==> config.mk <==
export PLATFORM = sky130hd
export DESIGN_NAME = fnd_scan_ctrl_flat
export DESIGN_NICKNAME = d
export VERILOG_FILES = /design/src/rtl/fnd_scan_ctrl_pkg.sv /design/src/rtl/fnd_scan_ctrl_if.sv /design/src/rtl/fnd_scan_ctrl_bcd_to_fnd.sv /design/src/rtl/fnd_scan_ctrl.sv /design/src/flat_wrapper.sv
export SDC_FILE = /design/constraint.sdc
export NUM_CORES = 1
export LEC_CHECK = 0
export CAP_MARGIN = 20
export CORE_MARGIN = 2
export CORE_UTILIZATION = 35
export DETAILED_ROUTE_END_ITERATION = 6
export HOLD_SLACK_MARGIN = 0.05
export PLACE_DENSITY = 0.58
export REMOVE_ABC_BUFFERS = 1
export SYNTH_ARGS = -nofsm -noshare
export SYNTH_HDL_FRONTEND = slang
export SYNTH_HIERARCHICAL = 1
export SYNTH_SLANG_ARGS = --single-unit
==> constraint.sdc <==
create_clock -name i_clk -period 2.92 [get_ports i_clk]
set_input_delay 0.438 -clock i_clk [delete_from_list [all_inputs] [get_ports i_clk]]
set_output_delay 0.438 -clock i_clk [all_outputs]
set_load 0.03 [all_outputs]
==> src/rtl/fnd_scan_ctrl_pkg.sv <==
// Shared FND constants, types and helpers: seg7 fonts, BCD saturation limit, double-dabble step.
package fnd_scan_ctrl_pkg;

   localparam int         VAL_W     = 14;
   localparam logic [7:0] FND_BLANK = 8'hFF;
   localparam logic [VAL_W-1:0] BCD_MAX = 14'd9999;

   // Active-low {g,f,e,d,c,b,a}; bit 7 of the full font carries the decimal point.
   localparam logic [6:0] FONT_0   = 7'h40;
   localparam logic [6:0] FONT_1   = 7'h79;
   localparam logic [6:0] FONT_2   = 7'h24;
   localparam logic [6:0] FONT_3   = 7'h30;
   localparam logic [6:0] FONT_4   = 7'h19;
   localparam logic [6:0] FONT_5   = 7'h12;
   localparam logic [6:0] FONT_6   = 7'h02;
   localparam logic [6:0] FONT_7   = 7'h78;
   localparam logic [6:0] FONT_8   = 7'h00;
   localparam logic [6:0] FONT_9   = 7'h10;
   localparam logic [6:0] FONT_ERR = 7'h7F;

   typedef logic [3:0]      bcd_t;
   typedef bcd_t [3:0]      digits_t;

   function automatic logic [6:0] seg7(input bcd_t n);
      case (n)
         4'd0:    seg7 = FONT_0;
         4'd1:    seg7 = FONT_1;
         4'd2:    seg7 = FONT_2;
         4'd3:    seg7 = FONT_3;
         4'd4:    seg7 = FONT_4;
         4'd5:    seg7 = FONT_5;
         4'd6:    seg7 = FONT_6;
         4'd7:    seg7 = FONT_7;
         4'd8:    seg7 = FONT_8;
         4'd9:    seg7 = FONT_9;
         default: seg7 = FONT_ERR;
      endcase
   endfunction

   function automatic bcd_t add3(input bcd_t n);
      add3 = (n >= 4'd5) ? n + 4'd3 : n;
   endfunction

endpackage

==> src/rtl/fnd_scan_ctrl_if.sv <==
// Display-side signal bundle of fnd_scan_ctrl: control/data in, scan index, font and overflow out.
interface fnd_scan_ctrl_if;
   import fnd_scan_ctrl_pkg::*;

   logic             i_en;
   logic [VAL_W-1:0] i_value;
   logic [3:0]       i_dp;
   logic [1:0]       o_cnt4;
   logic [7:0]       o_fndfont;
   logic             o_ovf;

   modport master (output i_en, i_value, i_dp, input o_cnt4, o_fndfont, o_ovf);
   modport slave  (input i_en, i_value, i_dp, output o_cnt4, o_fndfont, o_ovf);
endinterface

==> src/rtl/fnd_scan_ctrl_bcd_to_fnd.sv <==
// Combinational BCD digit + decimal point to active-low 8-bit segment font {dp,g..a}.
module bcd_to_fnd
   import fnd_scan_ctrl_pkg::*;
(
   input  bcd_t       bcd,
   input  logic       dp,
   output logic [7:0] font
);
   assign font = {~dp, seg7(bcd)};
endmodule

==> src/rtl/fnd_scan_ctrl.sv <==
// 4-digit FND scanner: prescaled digit index, sequential 14-bit double-dabble, leading-zero blanking.
// New value reaches the display registers 15 cycles after a frame start; the font output is registered.
module fnd_scan_ctrl
   import fnd_scan_ctrl_pkg::*;
#(
   parameter int CLK_HZ   = 100_000_000,
   parameter int SCAN_HZ  = 1_000,
   parameter int LZ_BLANK = 1
)(
   input  logic           i_clk,
   input  logic           i_reset_n,
   fnd_scan_ctrl_if.slave bus
);
   localparam int DIV = CLK_HZ / SCAN_HZ;
   localparam int PW  = $clog2(DIV);
   localparam logic [PW-1:0] PRESC_MAX = PW'(DIV - 1);

   localparam logic [1:0] IDLE    = 2'd0;
   localparam logic [1:0] CONVERT = 2'd1;
   localparam logic [1:0] LATCH   = 2'd2;

   logic [PW-1:0]    presc;
   logic [1:0]       cnt4;
   logic [1:0]       state;
   logic [3:0]       bit_cnt;
   logic [29:0]      shreg;
   logic [29:0]      dabbled;
   logic             ovf_next;
   logic             ovf;
   digits_t          disp;
   logic [7:0]       font_q;
   logic [7:0]       font_w;
   logic             blank;
   logic [VAL_W-1:0] sat_value;

   wire tick        = (presc == PRESC_MAX);
   wire frame_start = tick && (cnt4 == 2'd3);

   assign sat_value = (bus.i_value > BCD_MAX) ? BCD_MAX : bus.i_value;

   // Upper 16 bits hold the BCD accumulator; correct each nibble before the shift.
   always_comb begin
      dabbled = shreg;
      for (int i = 0; i < 4; i++)
         dabbled[14 + 4*i +: 4] = add3(shreg[14 + 4*i +: 4]);
   end

   always_ff @(posedge i_clk or negedge i_reset_n) begin
      if (!i_reset_n) begin
         presc <= '0;
         cnt4  <= 2'd0;
      end else begin
         presc <= tick ? '0 : presc + 1'b1;
         if (tick)
            cnt4 <= cnt4 + 2'd1;
      end
   end

   always_ff @(posedge i_clk or negedge i_reset_n) begin
      if (!i_reset_n) begin
         state    <= IDLE;
         bit_cnt  <= 4'd0;
         shreg    <= '0;
         ovf_next <= 1'b0;
         ovf      <= 1'b0;
         disp     <= '0;
      end else begin
         case (state)
            IDLE: begin
               if (frame_start) begin
                  shreg    <= {16'd0, sat_value};
                  ovf_next <= (bus.i_value > BCD_MAX);
                  bit_cnt  <= 4'd0;
                  state    <= CONVERT;
               end
            end
            CONVERT: begin
               shreg   <= {dabbled[28:0], 1'b0};
               bit_cnt <= bit_cnt + 4'd1;
               if (bit_cnt == 4'd13)
                  state <= LATCH;
            end
            LATCH: begin
               disp  <= shreg[29:14];
               ovf   <= ovf_next;
               state <= IDLE;
            end
            default: state <= IDLE;
         endcase
      end
   end

   // A digit is blank when it and every more-significant digit are zero.
   always_comb begin
      blank = 1'b0;
      if (LZ_BLANK != 0) begin
         case (cnt4)
            2'd1:    blank = (disp[3:1] == 12'd0);
            2'd2:    blank = (disp[3:2] == 8'd0);
            2'd3:    blank = (disp[3] == 4'd0);
            default: blank = 1'b0;
         endcase
      end
   end

   bcd_to_fnd u_font (
      .bcd  (disp[cnt4]),
      .dp   (bus.i_dp[cnt4]),
      .font (font_w)
   );

   always_ff @(posedge i_clk or negedge i_reset_n) begin
      if (!i_reset_n)
         font_q <= FND_BLANK;
      else
         font_q <= (!bus.i_en || blank) ? FND_BLANK : font_w;
   end

   assign bus.o_cnt4    = cnt4;
   assign bus.o_fndfont = font_q;
   assign bus.o_ovf     = ovf;

endmodule

==> src/flat_wrapper.sv <==
// flat-port wrapper written by rule: the top's interface ports become plain ports
module fnd_scan_ctrl_flat import fnd_scan_ctrl_pkg::*;
#(
   parameter int CLK_HZ   = 100_000_000,
   parameter int SCAN_HZ  = 1_000,
   parameter int LZ_BLANK = 1
)
  (i_clk, i_reset_n, bus_i_en, bus_i_value, bus_i_dp, bus_o_cnt4, bus_o_fndfont, bus_o_ovf);
  fnd_scan_ctrl_if bus_i ();
  input  logic i_clk;
  input  logic i_reset_n;
  input wire logic [$bits(bus_i.i_en)-1:0] bus_i_en;
  input wire logic [$bits(bus_i.i_value)-1:0] bus_i_value;
  input wire logic [$bits(bus_i.i_dp)-1:0] bus_i_dp;
  output wire logic [$bits(bus_i.o_cnt4)-1:0] bus_o_cnt4;
  output wire logic [$bits(bus_i.o_fndfont)-1:0] bus_o_fndfont;
  output wire logic [$bits(bus_i.o_ovf)-1:0] bus_o_ovf;
  assign bus_i.i_en = bus_i_en;
  assign bus_i.i_value = bus_i_value;
  assign bus_i.i_dp = bus_i_dp;
  assign bus_o_cnt4 = bus_i.o_cnt4;
  assign bus_o_fndfont = bus_i.o_fndfont;
  assign bus_o_ovf = bus_i.o_ovf;
  fnd_scan_ctrl #(.CLK_HZ(CLK_HZ), .SCAN_HZ(SCAN_HZ), .LZ_BLANK(LZ_BLANK)) u_core (.i_clk(i_clk), .i_reset_n(i_reset_n), .bus(bus_i));
endmodule
Figure 1. M1 wires.
Scale: 4 px per um. Supply wires on this layer in grey. Cells faint in the background.
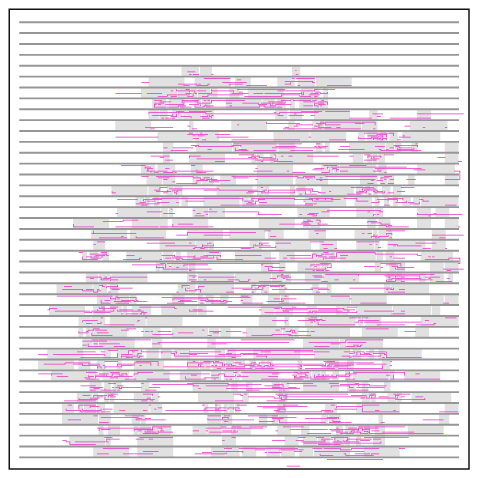
- nets with wire on the layer: 445
- main direction: horizontal
- share of all routed wire: 47%
met1 Track Usage GR: 0.1946
final wirelength: 9.017 mm
via count: 3173

Figure 2. Signal wires by layer.
Scale: 4 px per um. Two of the layers only.
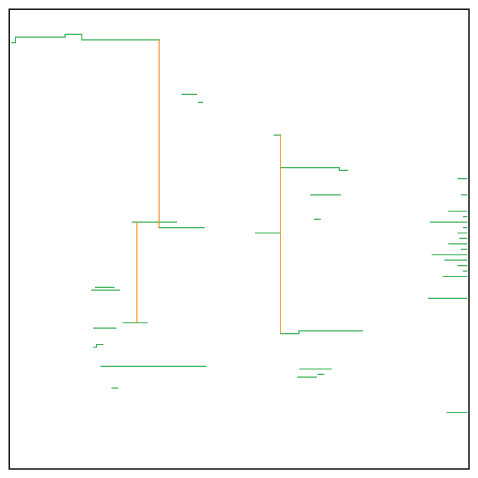
- met4: orange (wire length 122 um)
- met3: green (wire length 255 um)
GRT Resource Usage Total: 0.1489
WL/cell: 14.98 um

Figure 3. Track usage over the die.
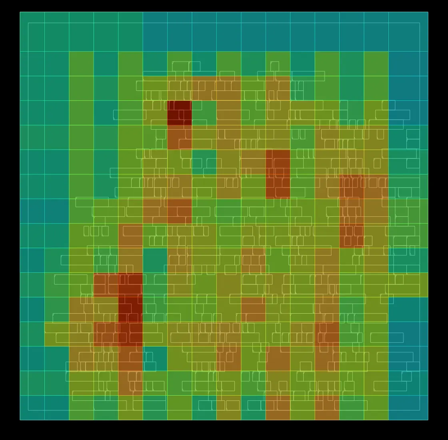
met2 Track Usage GR: 0.2481
fin util: 0.4269
met3 usage in global routing: 0.02859
busiest layer in global routing: met2

==> GITHUB_STEP_SUMMARY <==
### Metrics collected by this job

| Metric | Value |
|---|---|
| Synth area leaders | `dfrtp_1 (43%), ha_1 (5.8%), dfstp_2 (4.9%), o21ai_0 (4.3%), mux2_2 (3.2%)` |
| # DRC | `0` |
| Die Wd | `114.6 um` |
| Postcts setup bufs | `0` |
| XORs/XNORs by Area | `0.04094` |
| CP Class | `reg2reg` |
| Final instance area | `5106 sq um` |
| Number of flip-flops in the largest register | `30` |
| Clock Skews | `8.642 ps` |
| WP data required | `3130 ps` |
| Area occupied by registers | `2037 sq um` |
| Final setup fails | `0` |
| P_leak | `2.166 nW` |
| Worst-Margin Slew | `935.2 ps` |
| Main flop type | `dfrtp_1` |
| Via density | `5.271` |
| Dominant logic cell types in the final layout | `dfrtp_1 (73), o21ai_0 (37), nand2_1 (35)` |
| Most frequent logic cell in the layout | `dfrtp_1` |
| Cells after synthesis | `419` |
| Clk sinks | `81` |
| Clk slew on worst S/H paths | `60 ps` |
| Reg2reg path depth | `4` |
| Critical path endpoint | `u_core/ovf_next` |
| Period utilization | `0.8005` |
| Area Growth Syn to Fin | `19.33%` |
| Synth Warn # | `6` |
| Worst hold path type | `in2async` |
| RSZ-0062 raised after global routing | `false` |
| Synth cell types | `49` |
| Pwr Density | `474.2 nW/um^2` |
| Max-area cell share | `0.4269` |
| Nets | `491` |
| Peak VDD IR | `334.4 uV` |
| Top cells by count, synth | `dfrtp_1 (73), o21ai_0 (37), nand2_1 (35)` |
| CORE AREA | `11960 sq um` |
| Detailed Place HPWL | `6.402 mm` |
| Gate Area | `2095 sq um` |
| Synth Seq Share | `0.4760` |
| Max-slew violations | `0` |
| Die Size | `13130 sq um` |
| Main logic family | `simple AND/OR/NAND/NOR gates` |
| Flop-to-flop setup slack | `580 ps` |
| Most numerous cell in the Yosys netlist | `dfrtp_1` |
| Initial drt markers | `104` |
| Post-layout min period | `2337 ps` |
| Tool warnings | `37` |
| Vias in the first global route | `3190` |
| Init Core Util | `0.3577` |
| Status | `complete, no violations` |
| Critical Path Fanout Max | `7` |
| Syn_area_per_cell | `10.21 sq um` |
| Setup TNS | `0 ps` |
| Clk ins delay skew pair | `330 ps` |
| Top reg by flops | `u_core/shreg` |
| Number of cells in Yosys stat | `419` |
| Remaining antenna violation count | `0` |
| Depth of the CTS H-tree | `3` |
| Placed instance area | `4755 sq um` |
| Startpoint Class | `register` |
| Drt pass-1 iters | `4` |
| AO/OA Area Share | `0.1295` |
| Final Power | `0.002421 W` |
| CTS buffer count | `9` |
| Final hold vios | `0` |
| Largest registers | `u_core/shreg (30), u_core/presc (17), u_core/disp (16)` |
| Final hold slack | `475.9 ps` |
| Critical Path End Type | `register` |
| Number of I/O pins | `32` |
| Max_cap viols | `0` |
| IO buf count | `31` |
| Row count | `40` |
| Mux share | `0.06608` |
| Largest net degree at the start of global routing | `82` |
| Clk Tree Root Cell | `clkbuf_16` |
| Area figure in the yosys stat output | `4279 sq um` |
| Worst R2R Start | `u_core/presc[6]` |
| Gpl congestion | `0.8147` |
| ANT cells | `0` |
| Layout filler cell count | `1140` |
| Synth Cell Area | `4279 sq um` |
| Peak Freq | `427.8 MHz` |
-- worst min-delay path by stage --
stage                    startpoint                 to  slack [ps]  cells past startpoint
floorplan                 i_reset_n  u_core/bit_cnt[0]         140                      0
CTS                       i_reset_n    u_core/shreg[8]         330                      1
global placement    u_core/presc[0]    u_core/presc[0]         460                      1
global route              i_reset_n    u_core/shreg[8]         490                      2
finish                    i_reset_n    u_core/shreg[8]         480                      2
detailed placement  u_core/shreg[1]    u_core/shreg[2]         470                      2
-- metal layers --
metal,GRT usage,share of wire,up-vias
met3,0.02859,0.028,8
li1,-,-,1558
met4,0.04959,0.013,0
met1,0.1946,0.47,1553
met2,0.2481,0.48,54
met5,0,0,-
-- cell type report --
| cell class | instances | area share |
|---|---|---|
| clock buffers | 11 | 0.04558 |
| clock inverters | 5 | 0.01593 |
| flip-flops and latches | 81 | 0.3989 |
| multi-input cells | 299 | 0.4102 |
| well taps | 147 | 0.03602 |
| repair buffers | 42 | 0.08086 |
| inverters | 17 | 0.01250 |
-- report_power, final --
| part | switching [W] | internal [W] |
|---|---|---|
| Combinational | 0.0000496 | 0.0000456 |
| Clock | 0.000441 | 0.000749 |
| Sequential | 0.00000304 | 0.00113 |
| Total | 0.000493 | 0.00193 |
-- timing repair --
item | in CTS | in global routing
hold buffers | 0 | 1
hold endpoints to repair | 0 | 3
gates resized | 0 | 0
-- metrics by stage --
stage	util	std cells	setup slack [ps]
floorplan	-	397	-186.7
global placement	0.3975	584	613.7
detailed placement	0.3975	584	593.7
CTS	0.4237	600	576.6
global route	0.4269	602	474.8
finish	0.4269	602	582.7
-- critical path: stages, from the launching register on --
cell     delay [ps]
dfrtp_1         450
or4b_1          620
or4_1           450
or3_4           390
mux2_4          300
Power is estimated from default activity; no workload was simulated.
